[src/rtl/slicem_write_ctrl.sv]
// Serialises a write request into single-bit LUT-RAM writes: req_len cycles of write_en, then a one-cycle done pulse.
// Backpressure: req_ready is high only in IDLE. Requests offered while busy are ignored, never queued.
module slicem_write_ctrl #(
    parameter int S_XX_BASE = 4,
    parameter int NUM_LUTS  = 4,
    parameter int MUX_LVLS  = $clog2(NUM_LUTS),
    parameter int WORD_W    = 8,
    localparam int ADDR_W   = MUX_LVLS + 1 + S_XX_BASE,
    localparam int LEN_W    = $clog2(WORD_W + 1)
) (
    input  logic                 clk,
    input  logic                 rst_n,
    input  logic                 req_valid,
    output logic                 req_ready,
    input  logic [ADDR_W-1:0]    req_addr,
    input  logic [WORD_W-1:0]    req_data,
    input  logic [LEN_W-1:0]     req_len,
    output logic                 write_en,
    output logic                 data_in_o,
    output logic [S_XX_BASE-1:0] lut_addr,
    output logic                 write_lut_select,
    output logic [MUX_LVLS-1:0]  higher_order_addr,
    output logic                 busy,
    output logic                 done
);

    typedef enum logic [1:0] {
        IDLE  = 2'd0,
        WRITE = 2'd1,
        DONE  = 2'd2
    } state_t;

    state_t             state_q;
    state_t             state_d;
    logic [WORD_W-1:0]  shift_q;
    logic [ADDR_W-1:0]  cur_addr_q;
    logic [LEN_W-1:0]   remain_q;
    logic [LEN_W-1:0]   len_clamped;
    logic               req_hs;

    assign len_clamped = (req_len > LEN_W'(WORD_W)) ? LEN_W'(WORD_W) : req_len;
    assign req_hs      = req_valid && req_ready;

    always_ff @(posedge clk) begin
        if (!rst_n) begin
            state_q <= IDLE;
        end else begin
            state_q <= state_d;
        end
    end

    always_comb begin
        state_d = state_q;
        case (state_q)
            IDLE:    if (req_hs) state_d = (len_clamped == '0) ? DONE : WRITE;
            WRITE:   if (remain_q == LEN_W'(1)) state_d = DONE;
            DONE:    state_d = IDLE;
            default: state_d = IDLE;
        endcase
    end

    // Zero-length requests leave the datapath untouched; they only pass through DONE.
    always_ff @(posedge clk) begin
        if (!rst_n) begin
            shift_q    <= '0;
            cur_addr_q <= '0;
            remain_q   <= '0;
        end else if (req_hs && (len_clamped != '0)) begin
            shift_q    <= req_data;
            cur_addr_q <= req_addr;
            remain_q   <= len_clamped;
        end else if (state_q == WRITE) begin
            shift_q    <= shift_q >> 1;
            cur_addr_q <= cur_addr_q + ADDR_W'(1);
            remain_q   <= remain_q - LEN_W'(1);
        end
    end

    assign req_ready         = (state_q == IDLE);
    assign busy              = (state_q != IDLE);
    assign done              = (state_q == DONE);
    assign write_en          = (state_q == WRITE);
    assign data_in_o         = write_en & shift_q[0];
    assign lut_addr          = cur_addr_q[S_XX_BASE-1:0];
    assign write_lut_select  = cur_addr_q[S_XX_BASE];
    assign higher_order_addr = cur_addr_q[ADDR_W-1:S_XX_BASE+1];

endmodule

[config.mk]
export PLATFORM = sky130hd
export DESIGN_NAME = slicem_write_ctrl
export DESIGN_NICKNAME = d
export VERILOG_FILES = /design/src/rtl/slicem_write_ctrl.sv
export SDC_FILE = /design/constraint.sdc
export NUM_CORES = 1
export LEC_CHECK = 0
export CAP_MARGIN = 30
export CORE_MARGIN = 2
export CORE_UTILIZATION = 43
export CTS_BUF_LIST = sky130_fd_sc_hd__clkbuf_2 sky130_fd_sc_hd__clkbuf_4 sky130_fd_sc_hd__clkbuf_8
export DETAILED_ROUTE_END_ITERATION = 8
export PLACE_DENSITY = 0.75
export SKIP_LAST_GASP = 1
export SYNTH_ARGS = -nofsm -noshare
export SYNTH_HDL_FRONTEND = slang
export SYNTH_SLANG_ARGS = --single-unit
[constraint.sdc]
create_clock -name clk -period 1.65 [get_ports clk]
set_clock_uncertainty 0.2 [all_clocks]
set_input_delay 0.165 -clock clk [delete_from_list [all_inputs] [get_ports clk]]
set_output_delay 0.165 -clock clk [all_outputs]
set_load 0.01 [all_outputs]
==> impl.org, run 1 <==
#+TITLE: Implementation results

** Place
- After detailed placement, the total cell area comes to 1550 µm².
- # port buffers :: 33
- Counting tap cells, the placed design contains a total of 195 instances.
- Global placer's final weighted congestion :: 0.890

** Final timing
- Maximum frequency from static timing analysis :: 595 MHz
- Total count of hold-check failures in the final report :: 0
- Setup repair after global routing missed its margin :: true
- Relative max-transition margin :: 0.768
- For this run, the final setup violation count is recorded as 3.
- Worst hold margin :: 0.0503 ns
- For reference, the final report shows the max-slew violation count at 0.
- The critical path in the final layout is reported with a setup slack of -0.0296 ns.
- Dividing the final minimum period by the clock period gives 1.02.
- After layout, the minimum clock period comes to 1.68 ns.
- The transition time recorded at the tightest slew-check pin is 0.347 ns.

** Worst hold path
- Hold endpoint :: remain_q[0]$_SDFFE_PN0P_
- The min-delay analysis places its worst path in the category input port to register.
- Hold analysis shows the worst path with a depth of 3.
- Origin of the worst min-delay path :: req_len[0]

** Job
- The number of maximum-capacitance violations recorded for the run is 0.
- Total tool warning count :: 29

** Clocking
- CTS Root Buffer Type :: sky130_fd_sc_hd__clkbuf_4
- Once the clock tree was built, the setup fixing pass inserted 10 buffers.
- The post-CTS hold buffer count recorded in the log is 0.
- Sink count of the clock tree :: 21
- Max clock buf depth :: 2
- CTS built an H-tree with a depth of 1.
- The timing report gives the clock slew at the launch and capture registers of the worst setup and hold paths as 0.13 ns.
- CTS tree :: built
- Post-CTS repair changed the size of 25 cells.

** Routing
- Number of routed nets with antenna violations :: 0
- In the final routing, the length of wire on met1 measures 1.37 mm.
- Total length of routed met2 wires :: 1.64 mm
- Summed over all nets, wire length on met3 after detailed routing comes to 136 µm.
- The script logs the ratio of routed vias to standard cells as 5.48.
- TritonRoute reported its final design rule violation total as 0.
- Per the detailed-route log, wirelength across all metal layers totals 3.19 mm.
- Wire length per cell after detailed routing :: 15.2 µm
- Top metal layer carrying routed signals :: met4

** Power
- Summing internal, switching and leakage power gives 1.34 mW.
- Part of the power in combinational logic :: 0.354
- In the power breakdown, the internal column shows 915 µW.
- Summed over all combinational cells, the power is 474 µW.
- Power dissipated by switching net loads :: 424 µW
- Of the total power, the clock network draws 0.193.
- The worst-case IR drop observed on VDD is 556 µV.
- Switching power as a share of total power :: 0.317
- The group that draws the most power in this run is sequential cells.
- Seq pwr :: 607 µW
- Power density normalized to cell area :: 756 nW/µm²
- Reported leakage power :: 0.753 nW

** Global route
- Met2 track utilization from global routing :: 0.383
- Total overflow reported by the global router :: 0
- Looking at the global route congestion table, the highest-usage layer is met2.
- The number of antenna violations at the first check in global routing was 0.
- The global routing report lists met1 layer usage as 0.282.
- Met3 Use GR :: 0.0355
- Global-route total usage across every layer :: 0.227
- Entering global routing, the biggest net connects 17 pins.
- Vias in the first global route :: 1090

** Cells and area
- Relative to the synthesized area, the layout overhead comes to 60.4%.
- Non-filler instance count after layout :: 209
- The register with the most flip-flops in the layout has 8 of them.
- The largest register by flop count is shift_q.
- Non-clock inverters in the final layout number 5.
- Measured on the final layout, buffering overhead outside the clock network stands at 0.307.
- The biggest slice of the area belongs to logic gates.
- Final core occ :: 0.722
- The number of antenna diodes in the final layout is 0.
- The multi-input combinational cells in the finished layout cover a total of 707 µm².
- Layout multi-input combinational cell count :: 92
- Cell area after layout :: 1770 µm²
- Count of nets after finishing :: 205
- Registers with the most flip-flops :: shift_q x8, cur_addr_q x7, remain_q x4
- The top cell types in the final layout, fill and taps aside, are 23 x sky130_fd_sc_hd__clkdlybuf4s50_1, 16 x sky130_fd_sc_hd__buf_4, 15 x sky130_fd_sc_hd__nand2_1.
- Non-clock buffer total of the final layout :: 57
- Multi-input logic gates represent a cell area share of 0.399.
- Fraction of standard cell area that is sequential :: 0.245
- Count of filler cells inserted in the layout :: 184
- Counting only logic cells after layout, the most numerous master is sky130_fd_sc_hd__clkdlybuf4s50_1.
- Layout clock area frac :: 0.0155

** Floorplanning
- According to the floorplan report, the placeable core area is 2450 µm².
- Height of the die :: 54.7 µm
- Die extent in x :: 54.7 µm
- Total number of placement rows :: 18
- Tap Count :: 30

** Yosys
- EDFF count, synth :: 0
- The synthesis stat section lists a flop and latch total of 21.
- Of all flip-flops after synthesis, the portion carrying an async set or reset was 0.
- The netlist uses 37 different library cells.
- Most numerous cell in the Yosys netlist :: sky130_fd_sc_hd__dfxtp_1
- In the post-synthesis netlist, the biggest area contributors are sky130_fd_sc_hd__dfxtp_1 38%, sky130_fd_sc_hd__a21boi_1 8.8%, sky130_fd_sc_hd__a22oi_1 6.1%.
- Post-synthesis net count :: 148
- The synthesis log from Yosys contains 0 warnings.
- Average cell area after synthesis :: 8.98 µm²
- Largest non-sequential cell family by area :: AND-OR/OR-AND gates
- The area fraction of the largest cell type after synthesis is 0.381.
- Synthesized-area fraction occupied by and/or/nand/nor cells :: 0.232
- By count the netlist is led by 21 x sky130_fd_sc_hd__dfxtp_1, 15 x sky130_fd_sc_hd__nand2_1, 13 x sky130_fd_sc_hd__a21boi_1, 9 x sky130_fd_sc_hd__a22oi_1, 5 x sky130_fd_sc_hd__nand3_1.
- Of the total synthesized cell area, the portion taken by full adders, half adders and majority gates is 0.0340.
- Mapped cell area :: 1100 µm²
- Measured against the total synthesized area, the mux share comes to 0.
- Portion of the post-synthesis area used by sequential elements :: 0.381
- The synthesized instance count is 123.
- In the synthesized netlist the dominant register cell turns out to be sky130_fd_sc_hd__dfxtp_1.

** Critical path
- Cell-by-cell listing of the critical path :: buf_6 > or3b_4 > nor2_4 > buf_6 > a22oi_2 > a21boi_1
- Counting cells, the worst reg-to-reg path comes to 6.
- In the setup report, the worst path falls into the class register to register.
- Worst path max stage delay :: 0.41 ns
- Worst path most repeated cell :: sky130_fd_sc_hd__buf_6
- CP Buf/Inv Count :: 2
- Worst r2r src :: state_q[1]$_SDFFE_PN0P_
- Startpoint type of the worst setup path :: register
- Logic depth of the worst setup path including buffers :: 6
- Capturing element type of the critical path :: register
- Across all register-to-register paths, the minimum setup slack is -0.03 ns.
- Per the timing report, the biggest fanout along the worst path comes to 7.
- Capturing instance or port of the critical path :: shift_q[3]$_SDFFE_PN0P_
- At the worst endpoint, the arrival time is 1.72 ns.
- Capturing point of the worst reg2reg path :: shift_q[3]$_SDFFE_PN0P_
- Launch point of the critical path :: state_q[1]$_SDFFE_PN0P_
- Data required time at the worst endpoint :: 1.69 ns

** Outcome
- Status :: complete, but fails checks
- The final reports fail on setup timing.
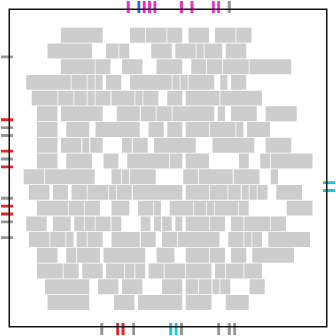
**Above:** run 1 (pin map).
Pins as bars across the die edge, other pins in grey.
| colour | port | pins | direction | edge |
|---|---|---|---|---|
| red | `req_addr` | 7 | input | 5 left, 2 bottom |
| cyan | `req_len` | 4 | input | 2 bottom, 2 right |
| magenta | `req_data` | 8 | input | top |
| blue | `data_in_o` | 1 | output | top |

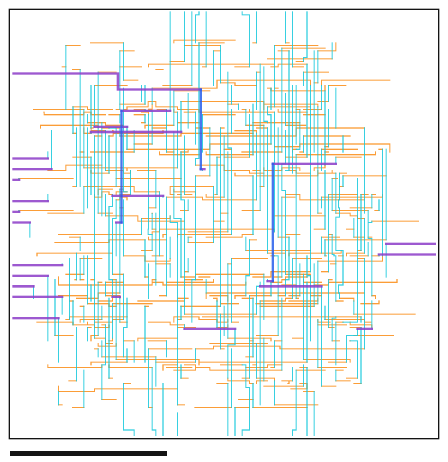
**Above:** run 1 (wiring by layer).
The bar under the picture is 20 µm long.
| colour | layer | wire length |
|---|---|---|
| orange | met1 | 1370 µm |
| purple | met3 | 136 µm |
| cyan | met2 | 1640 µm |
| blue | met4 | 39.4 µm |

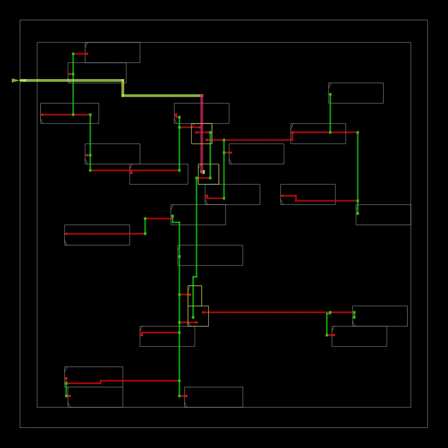
**Above:** run 1 (clock nets).
Flops: 21
number of buffers inserted during clock tree synthesis: 3
number of clock buffer instances in the layout: 3
clock network power consumption: 258 µW
clock network latency to the later pin of the worst-skew pair: 0.31 ns

**Run 1: clock wires, drivers and flops**

The bar under the picture is 20 µm long.
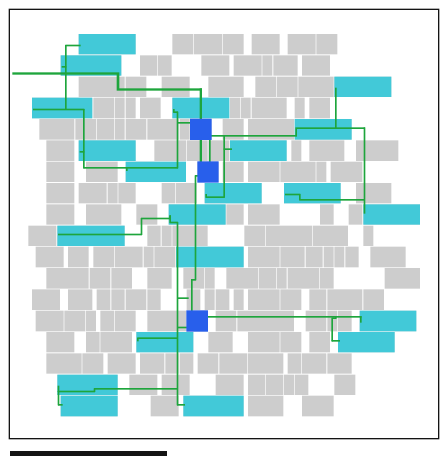

==> inputs of run 2 (changes only) <==
CORE_UTILIZATION = 58   (was 43)
DONT_BUFFER_PORTS = 1   (was unset)
PLACE_DENSITY = 0.87   (was 0.75)
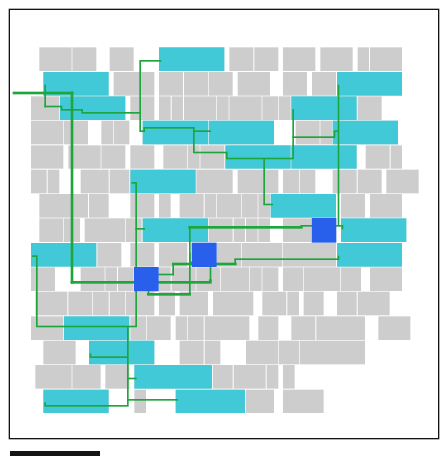
**Above:** run 2 (clock wires, drivers and flops).
The bar under the picture is 10 µm long.
[blue] cells driving clock nets | count: 3
[green] clock wires | length: 249 µm
[cyan] flip-flops | count: 21
flops lie: widely spread
routed clock nets: 4

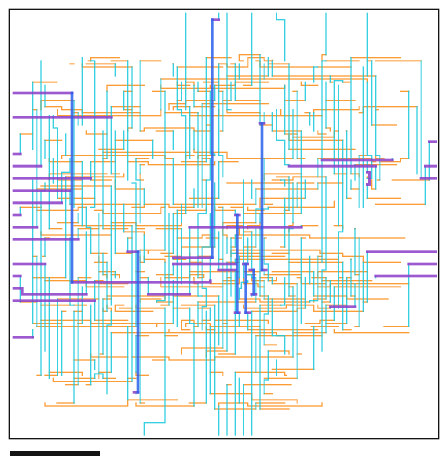
**Above:** run 2 (wiring by layer).
The bar under the picture is 10 µm long.
| colour | layer | wire length |
|---|---|---|
| orange | met1 | 1210 µm |
| purple | met3 | 168 µm |
| blue | met4 | 98.6 µm |
| cyan | met2 | 1460 µm |

==> run 2 against run 1 <==
Against the previous run: the flow now finishes without violations; total power is 10% lower; sequential cell count stayed put; maximum frequency is 4.0% higher; final cell count is 13% lower; first-iteration DRC count is 18% higher; cell area is 17% lower; clock power is 2% lower; count of clock-buffer cells in the layout stayed put; via count is 5.3% lower; synthesized cell count stayed put; critical path type is now register to primary output; critical endpoint is now data_in_o; largest cell class unchanged; largest power group unchanged.
==> impl.org, run 2 <==
#+TITLE: Implementation results

** Critical path
- Largest fanout of any net on the critical path :: 11 (was 7)
- The element type at the critical path end is a primary output (was register).
- The largest stage delay on the critical path came to 0.37 ns (was 0.41 ns).
- Flop2flop setup slack :: 0.07 ns (was -0.03 ns)
- The arrival time reported for the critical path endpoint came to 1.25 ns (was 1.72 ns).
- The end point of the critical path is data_in_o (was shift_q[3]$_SDFFE_PN0P_).
- The startpoint of the worst setup timing path is state_q[1]$_SDFFE_PN0P_ (unchanged).
- Critical path start-end classification :: register to primary output (was register to register)
- Data required time at the worst endpoint :: 1.28 ns (was 1.69 ns)
- Startpoint type of the worst setup path :: register (unchanged)
- Capturing point of the worst reg2reg path :: remain_q[1]$_SDFFE_PN0P_ (was shift_q[3]$_SDFFE_PN0P_)
- The number of cells on the critical path is 4 (was 6).
- The worst reg2reg path startpoint is state_q[0]$_SDFFE_PN0P_ (was state_q[1]$_SDFFE_PN0P_).

** Clocking
- CTS Root Buffer Type :: sky130_fd_sc_hd__clkbuf_4 (unchanged)
- Sink count of the clock tree :: 21 (unchanged)
- The total setup buffers inserted after CTS came to 3 (was 10).
- The clock network latency to the later pin of the worst-skew pair was 0.31 ns (about the same).
- The deepest clock path buffer count came to 2 (unchanged).
- The number of gates given a new drive strength after cts is 4 (was 25).
- CTS clock-pin slew for the worst setup and hold paths :: 0.12 ns (was 0.13 ns)
- Number of H-tree branching levels :: 1 (unchanged)

** Global route
- Global-route total usage across every layer :: 0.284 (was 0.227)
- The fraction of met3 tracks used by global routing was 0.0792 (was 0.0355).
- The total grt overflow came to 0 (unchanged).
- Pin count of the biggest net entering global routing :: 22 (was 17)
- Met2 track utilization from global routing :: 0.500 (was 0.383)
- The most crowded layer after global routing is met2 (unchanged).
- The number of antenna violations at the first check in global routing was 0 (unchanged).
- The met1 routing resource usage after global routing was 0.325 (was 0.282).

** Cells and area
- Number of flip-flops under the largest register name :: 8 (unchanged)
- Cell type taking the most area :: logic gates (unchanged)
- Final core occ :: 0.831 (was 0.722)
- Register with the highest flop count :: shift_q (unchanged)
- The multi-input gate share of total cell area was 0.429 (was 0.399).
- Layout clock area frac :: 0.0188 (was 0.0155)
- Registers with the most flip-flops :: shift_q x8, cur_addr_q x7, remain_q x4 (unchanged)
- The number of filler instances in the final layout came to 115 (was 184).
- The layout clock buffer count was 3 (unchanged).
- The final standard cell count with taps included and fillers excluded came to 181 (was 209).
- The cell area after layout was 1470 µm² (was 1770 µm²).
- The register share of the cell area was 0.290 (was 0.245).
- The count of antenna diodes in the layout came to 0 (unchanged).
- Layout multi-input combinational cell count :: 91 (was 92)
- The number of flip-flops and latches was 21 (unchanged).
- The most frequent standard cell in the layout excluding fill and tap cells was sky130_fd_sc_hd__dlygate4sd3_1 (was sky130_fd_sc_hd__clkdlybuf4s50_1).
- The count of buffers not belonging to the clock network in the layout was 35 (was 57).
- The non-clock buffer share of cell area came to 0.228 (was 0.307).

** Floorplanning
- Die extent in x :: 47.6 µm (was 54.7 µm)
- The number of well taps is 25 (was 30).
- Core area :: 1760 µm² (was 2450 µm²)
- Total number of placement rows :: 15 (was 18)
- Height of the die :: 47.6 µm (was 54.7 µm)

** Power
- Logic power comb :: 353 µW (was 474 µW)
- Switching power as a share of total power :: 0.315 (was 0.317)
- Maximum resistive drop on vdd :: 636 µV (was 556 µV)
- Top power group :: sequential cells (unchanged)
- The internal power came to 824 µW (was 915 µW).
- The clock network power share is 0.210 (was 0.193).
- The power dissipated by switching net loads came to 379 µW (was 424 µW).
- The clock-net power is 253 µW (was 258 µW).
- The overall power was 1.20 mW (was 1.34 mW).
- The fraction of power consumed by combinational cells came to 0.293 (was 0.354).

** Worst hold path
- Origin of the worst min-delay path :: req_len[3] (was req_len[0])
- The class of the tightest hold or removal check is input port to register (unchanged).
- Hold endpoint :: shift_q[4]$_SDFFE_PN0P_ (was remain_q[0]$_SDFFE_PN0P_)

** Yosys
- EDFF count, synth :: 0 (unchanged)
- The mux contribution to synthesized area is 0 (unchanged).
- Post-synth top flop :: sky130_fd_sc_hd__dfxtp_1 (unchanged)
- Adder and majority cell fraction of the synthesized area :: 0.0340 (unchanged)
- Synthesized instance count :: 123 (unchanged)
- Top cells, area :: sky130_fd_sc_hd__dfxtp_1 38%, sky130_fd_sc_hd__a21boi_1 8.8%, sky130_fd_sc_hd__a22oi_1 6.1% (unchanged)
- The post-synth design cell area came to 1100 µm² (unchanged).
- Post-synthesis net count :: 148 (unchanged)
- The proportion of netlist area held by the largest area contributor is 0.381 (unchanged).
- Average cell area after synthesis :: 8.98 µm² (unchanged)
- Synthesized-area fraction occupied by and/or/nand/nor cells :: 0.232 (unchanged)
- The async set or reset register ratio after synthesis was 0 (unchanged).

** Final timing
- The worst setup slack after layout was 0.0352 ns (was -0.0296 ns).
- Relative max-transition margin :: 0.579 (was 0.768)
- The max-slew violation total from the final report is 0 (unchanged).
- Setup repair after global routing missed its margin: true (unchanged).
- Fin crit period :: 1.61 ns (was 1.68 ns)
- Total count of hold-check failures in the final report :: 0 (unchanged)
- Maximum frequency from static timing analysis :: 619 MHz (was 595 MHz)
- The pin slew with the least headroom to its limit came to 0.631 ns (was 0.347 ns).

** Routing
- Top metal layer carrying routed signals :: met4 (unchanged)
- The routed wire length came to 2.93 mm (was 3.19 mm).
- The final antenna-violating net count was 0 (unchanged).

** Place
- # port buffers :: 0 (was 33)
- Number of placed cells counting well taps :: 152 (was 195)
- The weighted congestion reported at the end of routability-driven placement came to 0.880 (was 0.890).

** Job
- Number of violations of the max-capacitance limit :: 0 (unchanged)
- Total tool warning count :: 28 (was 29)

** Outcome
- Status: completed (was complete, but fails checks).
**Run 2: pin map**

Pins as bars across the die edge, other pins in grey.
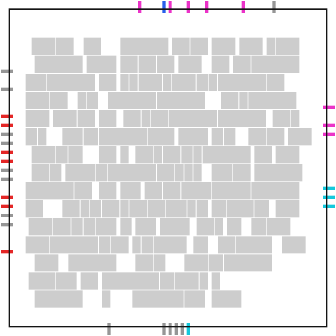

==> inputs of run 3 (changes only) <==
CORE_UTILIZATION = 43   (was 58)
DONT_BUFFER_PORTS = unset   (was 1)
PLACE_DENSITY = 0.88   (was 0.87)
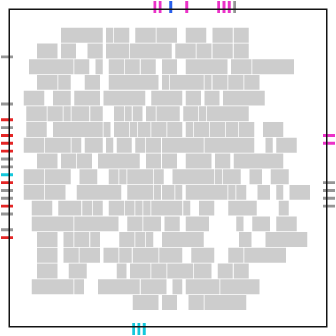
**Above:** run 3 (pin map).
Pins as bars across the die edge, other pins in grey.
| colour | port | pins | direction | edge |
|---|---|---|---|---|
| cyan | `req_len` | 4 | input | 3 bottom, 1 left |
| blue | `data_in_o` | 1 | output | top |
| red | `req_addr` | 7 | input | left |
| magenta | `req_data` | 8 | input | 6 top, 2 right |

==> run 3 against run 2 <==
Against the previous run: the run now ends with setup timing left; global-route usage decreased by 6.3 points; final cell count rose by 16%; clock power increased by 8%; setup slack worse by 0.060 ns; sequential power up 2%; critical path depth rose by 1; cell area grew 21%; utilization shrank 11 points; via count up 8.0%; die size grew 32%; non-clock buffer count grew 23; sequential share of layout area is 4.3 points lower; largest cell class unchanged; largest power group unchanged.
==> impl.org, run 3 <==
#+TITLE: Implementation results

** Outcome
- Status: complete, but fails checks (was completed).
- Violated checks :: setup timing

** Routing
- Total length of routed met2 wires :: 1.71 mm (was 1.46 mm)
- The routed wire length on met3 was 156 µm (was 167 µm).
- The final routed DRC violation total is 0 (unchanged).
- The highest layer used for signal routing is met4 (unchanged).
- The wire length on met1 came to 1.40 mm (was 1.21 mm).
- The average detailed-routed wire length per instance came to 16.1 µm (was 16.2 µm).

** Worst hold path
- The endpoint of the worst hold path is remain_q[1]$_SDFFE_PN0P_ (was shift_q[4]$_SDFFE_PN0P_).
- Type of the worst min-delay path :: input port to register (unchanged)
- The instance count along the most critical hold path is 4 (unchanged).

** Cells and area
- Final core occ :: 0.725 (was 0.831)
- Non-filler instance count after layout :: 210 (was 181)
- The number of multi-input logic gates came to 92 (was 91).
- Layout clock area frac :: 0.0155 (was 0.0188)
- Non-clock buffers, area share :: 0.320 (was 0.228)
- The count of buffers not belonging to the clock network in the layout was 58 (was 35).
- The most frequent standard cell in the layout excluding fill and tap cells was sky130_fd_sc_hd__clkdlybuf4s50_1 (was sky130_fd_sc_hd__dlygate4sd3_1).
- Registers with the most flip-flops :: shift_q x8, cur_addr_q x7, remain_q x4 (unchanged)
- Flops :: 21 (unchanged)
- Combinational fraction of the cell area :: 0.385 (was 0.429)
- Count of filler cells inserted in the layout :: 189 (was 115)
- Final antenna diode count :: 0 (unchanged)
- The cell area after layout came to 1780 µm² (was 1470 µm²).
- Cell type taking the most area :: logic gates (unchanged)
- The relative area change from synthesis to final layout was 61.2% (was 32.7%).

** Global route
- The met1 routing resource usage after global routing was 0.274 (was 0.325).
- The maximum number of pins on one net before global-route repair came to 15 (was 22).
- Total overflow reported by the global router :: 0 (unchanged)
- The global router's overall resource usage came to 0.221 (was 0.284).
- The met2 global-route usage is 0.367 (was 0.500).

** Clocking
- Sink count of the clock tree :: 21 (unchanged)
- The number of gates given a new drive strength after cts was 19 (was 4).
- Number of H-tree branching levels :: 1 (unchanged)
- The clock slew seen by the registers of the worst setup and hold paths was 0.13 ns (was 0.12 ns).
- The clock network latency to the later pin of the worst-skew pair came to 0.32 ns (was 0.31 ns).

** Job
- The number of max-cap violations came to 0 (unchanged).

** Critical path
- Critical path start-end classification :: register to register (was register to primary output)
- The number of cells on the critical path was 5 (was 4).
- The type of element launching the critical path was a register (unchanged).
- The end point of the critical path was remain_q[3]$_SDFFE_PN0P_ (was data_in_o).
- The element type at the critical path end is a register (was primary output).
- The number of buffer and inverter instances along the worst setup path came to 1 (was 2).
- Capturing point of the worst reg2reg path :: remain_q[3]$_SDFFE_PN0P_ (was remain_q[1]$_SDFFE_PN0P_)
- Data required time at the worst endpoint :: 1.71 ns (was 1.28 ns)
- Worst path max stage delay :: 0.42 ns (was 0.37 ns)

** Yosys
- Number of warnings reported in the yosys synthesis log :: 0 (unchanged)
- Portion of the post-synthesis area used by sequential elements :: 0.381 (unchanged)
- The async set or reset register ratio after synthesis came to 0 (unchanged).
- The main combinational cell family by area after synthesis is AND-OR/OR-AND gates (unchanged).
- EDFF count, synth :: 0 (unchanged)
- Mapped cell area :: 1100 µm² (unchanged)
- Synthesized-area fraction occupied by and/or/nand/nor cells :: 0.232 (unchanged)
- Average cell area after synthesis :: 8.98 µm² (unchanged)
- The most numerous cell in the Yosys netlist is sky130_fd_sc_hd__dfxtp_1 (unchanged).
- The total nets after synthesis is 148 (unchanged).
- Post-synth top flop :: sky130_fd_sc_hd__dfxtp_1 (unchanged)

** Place
- Global placer's final weighted congestion :: 0.750 (was 0.880)

** Final timing
- The pin slew with the least headroom to its limit came to 0.279 ns (was 0.631 ns).
- Fin crit period :: 1.67 ns (was 1.61 ns)
- Final Max Slew Viols :: 0 (unchanged)
- The part of the cycle the worst path needs is 1.01 (was 0.979).
- Endpoints failing setup :: 2 (was 0)
- Minimum setup slack in the final design :: -0.0244 ns (was 0.0352 ns)

** Power
- Seq pwr :: 607 µW (was 597 µW)
- The switching part of the total power came to 0.322 (was 0.315).
- The overall power was 1.36 mW (was 1.20 mW).
- The clock-net power was 272 µW (was 253 µW).

** Floorplanning
- The die height came to 54.7 µm (was 47.6 µm).
- Total number of placement rows :: 18 (was 15)
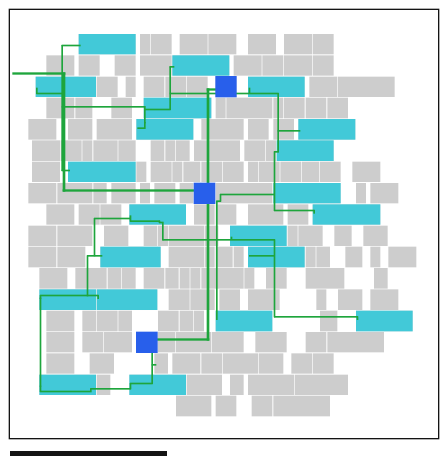
**Above:** run 3 (clock wires, drivers and flops).
The bar under the picture is 20 µm long.
[blue] cells driving clock nets | count: 3
[cyan] flip-flops | count: 21
[green] clock wires | length: 293 µm
routed clock nets: 4


==> screenshots <==
Sequential cells grouped by signal name.
panel A
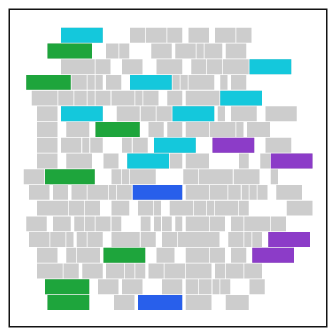
panel B
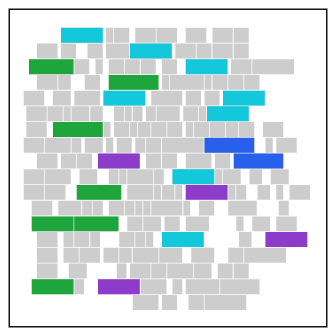
panel C
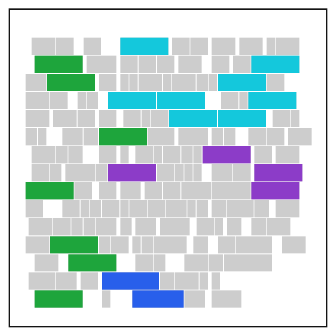
For run 1, see panel A.
For run 2, see panel C.
For run 3, see panel B.

No activity file was given, so power comes from the tool's default toggle rates.
